## config.mk

```make
export PLATFORM = sky130hd
export DESIGN_NAME = mips_fetch_unit
export DESIGN_NICKNAME = d
export VERILOG_FILES = /design/src/rtl/mips_pkg.sv /design/src/rtl/mips_next_pc.sv /design/src/rtl/mips_fetch_unit.sv
export SDC_FILE = /design/constraint.sdc
export NUM_CORES = 1
export LEC_CHECK = 0
export CAP_MARGIN = 40
export CORE_AREA = 2 2 117 119
export CTS_BUF_LIST = sky130_fd_sc_hd__clkbuf_4 sky130_fd_sc_hd__clkbuf_8
export DETAILED_ROUTE_END_ITERATION = 8
export DIE_AREA = 0 0 119 121
export HOLD_SLACK_MARGIN = 0.15
export PLACE_DENSITY = 0.72
export SLEW_MARGIN = 20
export SYNTH_ARGS = -nofsm -noshare
export SYNTH_HDL_FRONTEND = slang
export SYNTH_SLANG_ARGS = --single-unit
```

## constraint.sdc

```tcl
create_clock -name clk -period 5 [get_ports clk]
set_input_delay 0.75 -clock clk [delete_from_list [all_inputs] [get_ports clk]]
set_output_delay 0.75 -clock clk [all_outputs]
set_load 0.05 [all_outputs]
```

## src/rtl/mips_pkg.sv

```systemverilog
// Shared MIPS core definitions: instruction fields, control-word bits
// and the fetch sequencer state encoding.
package mips_pkg;

  localparam int XLEN       = 32;
  localparam int OP_MSB     = 31;
  localparam int OP_LSB     = 26;
  localparam int JUMP_BIT   = 1;
  localparam int BRANCH_BIT = 0;

  typedef enum logic [1:0] {
    IDLE = 2'd0,
    REQ  = 2'd1,
    HOLD = 2'd2,
    ERR  = 2'd3
  } fetch_state_e;

endpackage

```

## src/rtl/mips_next_pc.sv

```systemverilog
// Next-PC selection: jump target, taken branch or sequential pc+4.
// Purely combinational; all arithmetic wraps modulo 2^32.
module mips_next_pc
  import mips_pkg::*;
(
  input  logic [XLEN-1:0] i_pc,
  input  logic [XLEN-1:0] i_ir,
  input  logic            i_jump,
  input  logic            i_branch,
  input  logic            i_zero,
  output logic [XLEN-1:0] o_next_pc
);

  logic [XLEN-1:0] w_pc4;
  logic [XLEN-1:0] w_boff;
  logic [XLEN-1:0] w_jtgt;

  assign w_pc4  = i_pc + 32'd4;
  assign w_boff = {{14{i_ir[15]}}, i_ir[15:0], 2'b00};
  assign w_jtgt = {w_pc4[31:28], i_ir[25:0], 2'b00};

  // Jump outranks branch when the controller raises both.
  always_comb begin
    o_next_pc = w_pc4;
    if (i_jump) begin
      o_next_pc = w_jtgt;
    end else if (i_branch && i_zero) begin
      o_next_pc = w_pc4 + w_boff;
    end
  end

endmodule

```

## src/rtl/mips_fetch_unit.sv

```systemverilog
// Instruction fetch sequencer: owns PC and IR, fetches over a
// req/ready handshake and traps on an unanswered request.
module mips_fetch_unit
  import mips_pkg::*;
#(
  parameter logic [31:0] RESET_PC   = 32'h0000_0000,
  parameter int          WAIT_LIMIT = 16
) (
  input  logic        clk,
  input  logic        rst_n,
  output logic        imem_req,
  output logic [31:0] imem_addr,
  input  logic        imem_ready,
  input  logic [31:0] imem_rdata,
  output logic [31:0] pc,
  output logic [31:0] ir,
  output logic [5:0]  opcode,
  output logic        ir_valid,
  input  logic        ir_ack,
  input  logic        jump,
  input  logic        branch,
  input  logic        zero,
  output logic        imem_err
);

  localparam logic [7:0] W_LAST = 8'(WAIT_LIMIT - 1);

  fetch_state_e r_state;
  fetch_state_e w_next_state;
  logic [31:0]  r_pc;
  logic [31:0]  r_ir;
  logic [7:0]   r_cnt;
  logic [31:0]  w_next_pc;
  logic [1:0]   w_ctrl;

  assign w_ctrl[JUMP_BIT]   = jump;
  assign w_ctrl[BRANCH_BIT] = branch;

  mips_next_pc u_next_pc (
    .i_pc      (r_pc),
    .i_ir      (r_ir),
    .i_jump    (w_ctrl[JUMP_BIT]),
    .i_branch  (w_ctrl[BRANCH_BIT]),
    .i_zero    (zero),
    .o_next_pc (w_next_pc)
  );

  always_comb begin
    w_next_state = r_state;
    unique case (r_state)
      IDLE: w_next_state = REQ;
      REQ: begin
        if (imem_ready) begin
          w_next_state = HOLD;
        end else if (r_cnt == W_LAST) begin
          w_next_state = ERR;
        end
      end
      HOLD: begin
        if (ir_ack) begin
          w_next_state = REQ;
        end
      end
      ERR:     w_next_state = ERR;
      default: w_next_state = IDLE;
    endcase
  end

  always_ff @(posedge clk or negedge rst_n) begin
    if (!rst_n) begin
      r_state <= IDLE;
      r_pc    <= RESET_PC;
      r_ir    <= '0;
      r_cnt   <= '0;
    end else begin
      r_state <= w_next_state;
      if (r_state == REQ) begin
        if (imem_ready) begin
          r_ir  <= imem_rdata;
          r_cnt <= '0;
        end else begin
          r_cnt <= r_cnt + 8'd1;
        end
      end
      if (r_state == HOLD && ir_ack) begin
        r_pc <= w_next_pc;
      end
    end
  end

  // Status outputs decode straight from state so reset clears them at once.
  assign imem_req  = (r_state == REQ);
  assign ir_valid  = (r_state == HOLD);
  assign imem_err  = (r_state == ERR);
  assign imem_addr = r_pc;
  assign pc        = r_pc;
  assign ir        = r_ir;
  assign opcode    = r_ir[OP_MSB:OP_LSB];

endmodule

```

==> flow_metrics.tcl <==
# place-and-route summary
set metrics [dict create \
    status "finished clean" \
    finalHoldWorstSlack_ns 0.314 \
    switchingPower_mw 3.13 \
    synthCells 658 \
    syn_avg_cell_area_um2 8.84 \
    synth_top_flop_cell "dfrtp_1" \
    p_comb_mw 4.04 \
    setup.worst_path.start_class "flip-flop" \
    core_area_mm2 0.0131 \
    n_all_buffers 149 \
    max_stage_delay_ns 0.50 \
    clkPwrFrac 0.085 \
    p_leak_nw 3.06 \
    highest_layer "met4" \
    area_leaders "dfrtp_1 31%, ha_1 8.2%, mux2_2 6.6%, buf_4 5.3%, xnor2_1 4.5%" \
    crit_end "imem_addr[31]$_DFFE_PN0P_" \
    yosys-top-cells-count "72 x dfrtp_1, 67 x nand2_1, 52 x o21ai_0" \
    logic_family "AND-OR/OR-AND gates" \
    io-pin-count 144 \
    synth.area.mux_share 0.0744 \
    final_cell_mix "138 x clkdlybuf4s50_1, 72 x dfrtp_1, 67 x nand2_1" \
    finalNonFillerCells 934 \
    path_cells "ha_1 -> nand2_1 -> nor4_2 -> nand3_1 -> xnor2_1 -> ha_1 -> a21oi_2 -> o21bai_1 -> a2111oi_0 -> o21ai_0 -> o21a_2 -> o2111a_1 -> a211oi_2 -> mux2i_1 -> xnor2_1" \
    fp.dieArea_mm2 0.0144 \
    seq_area_mm2 0.00180 \
    ys_warn_count 0 \
    cts_resized 0 \
    stdcell_area_mm2 0.00734 \
    drt_drc_violations_left 0 \
    detail-route-antenna-nets 0 \
    r2r_setup_slack_ns 0.83 \
    syn_to_final_growth_pct 26.2 \
    crit_family "AND-OR/OR-AND gates" \
    clkbuf_count 12 \
    fillers 1142 \
    hold_path.class "primary input to asynchronous set/reset pin" \
    comb_area_share 0.483 \
    synthArstFlopShare 1.00 \
    maxCapViolations 0 \
    yosys.area_share.adder 0.0852 \
    rsz0062_at_grt "false" \
    synth.yosys.num_cells 658 \
    antennaDiodeCount 0 \
    dr_wl_met2_um 8040 \
    clk_path_buf_depth 2 \
    clk_share 0.0266 \
    finClkSkew_ns 0.0150 \
    final_hold_viol_count 0 \
    h-tree-depth 3 \
    port_buffers 139 \
    path_class "flip-flop to flip-flop" \
    grt_max_degree 40 \
    avgViaCountPerCell 5.61 \
    logic_gate_count 508 \
    insertion_delay_ns 0.38 \
    worst-endpoint-required_ns 5.31 \
    drt_iter0_markers 301 \
    critPathBufInv 0 \
    cts_tree "done" \
    antenna_found_initial 0 \
    arrival_ns 4.48 \
    p_comb_frac 0.711 \
    seq_share 0.245 \
    largest_register_ff_count 32 \
    p_int_mw 2.55 \
    powerClk_mw 0.484 \
    top_area_frac 0.310 \
    utilization 0.561 \
    nonClkBufAreaFrac 0.208 \
    synth_flops 72 \
    placed_cell_area_mm2 0.00712 \
    synthesis.area_mm2 0.00582 \
    timing.rr.end "imem_addr[31]$_DFFE_PN0P_" \
    fmax_mhz 240 \
    setup_ws_ns 0.827 \
    fin_crit_sh 0.835 \
    wl_met1_um 7340 \
    place.gp.congestion 0.911 \
    final-comb-area_mm2 0.00354 \
]
==> images/floorplan.png <==
Pins as bars on the die edge. Tap cells in gray.
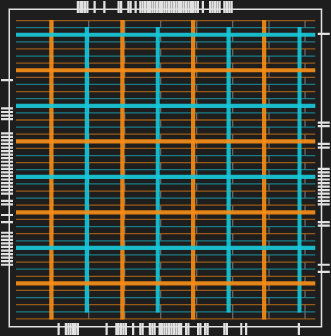
orange -> VSS
cyan -> VDD
tap cells = 176
met4 straps = 8
Die Span X: 119 µm
Max VDD drop: 0.405 mV

==> images/class_map.png <==
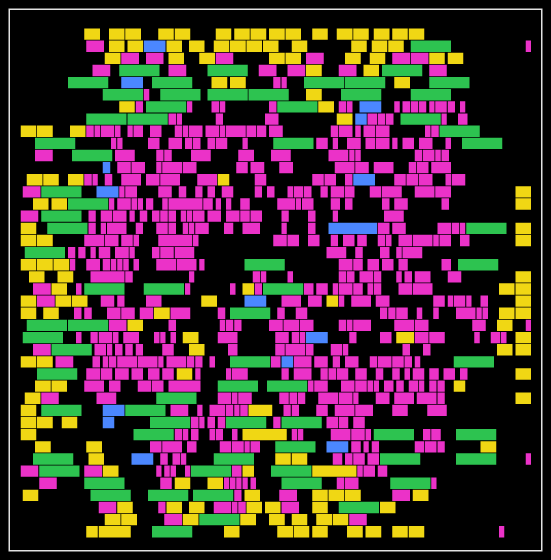
yellow -> remaining buffers and delay cells  # cells 149
blue -> clock drivers and dummy loads  # cells 15
magenta -> remaining logic cells  # cells 522
green -> registers  # cells 72

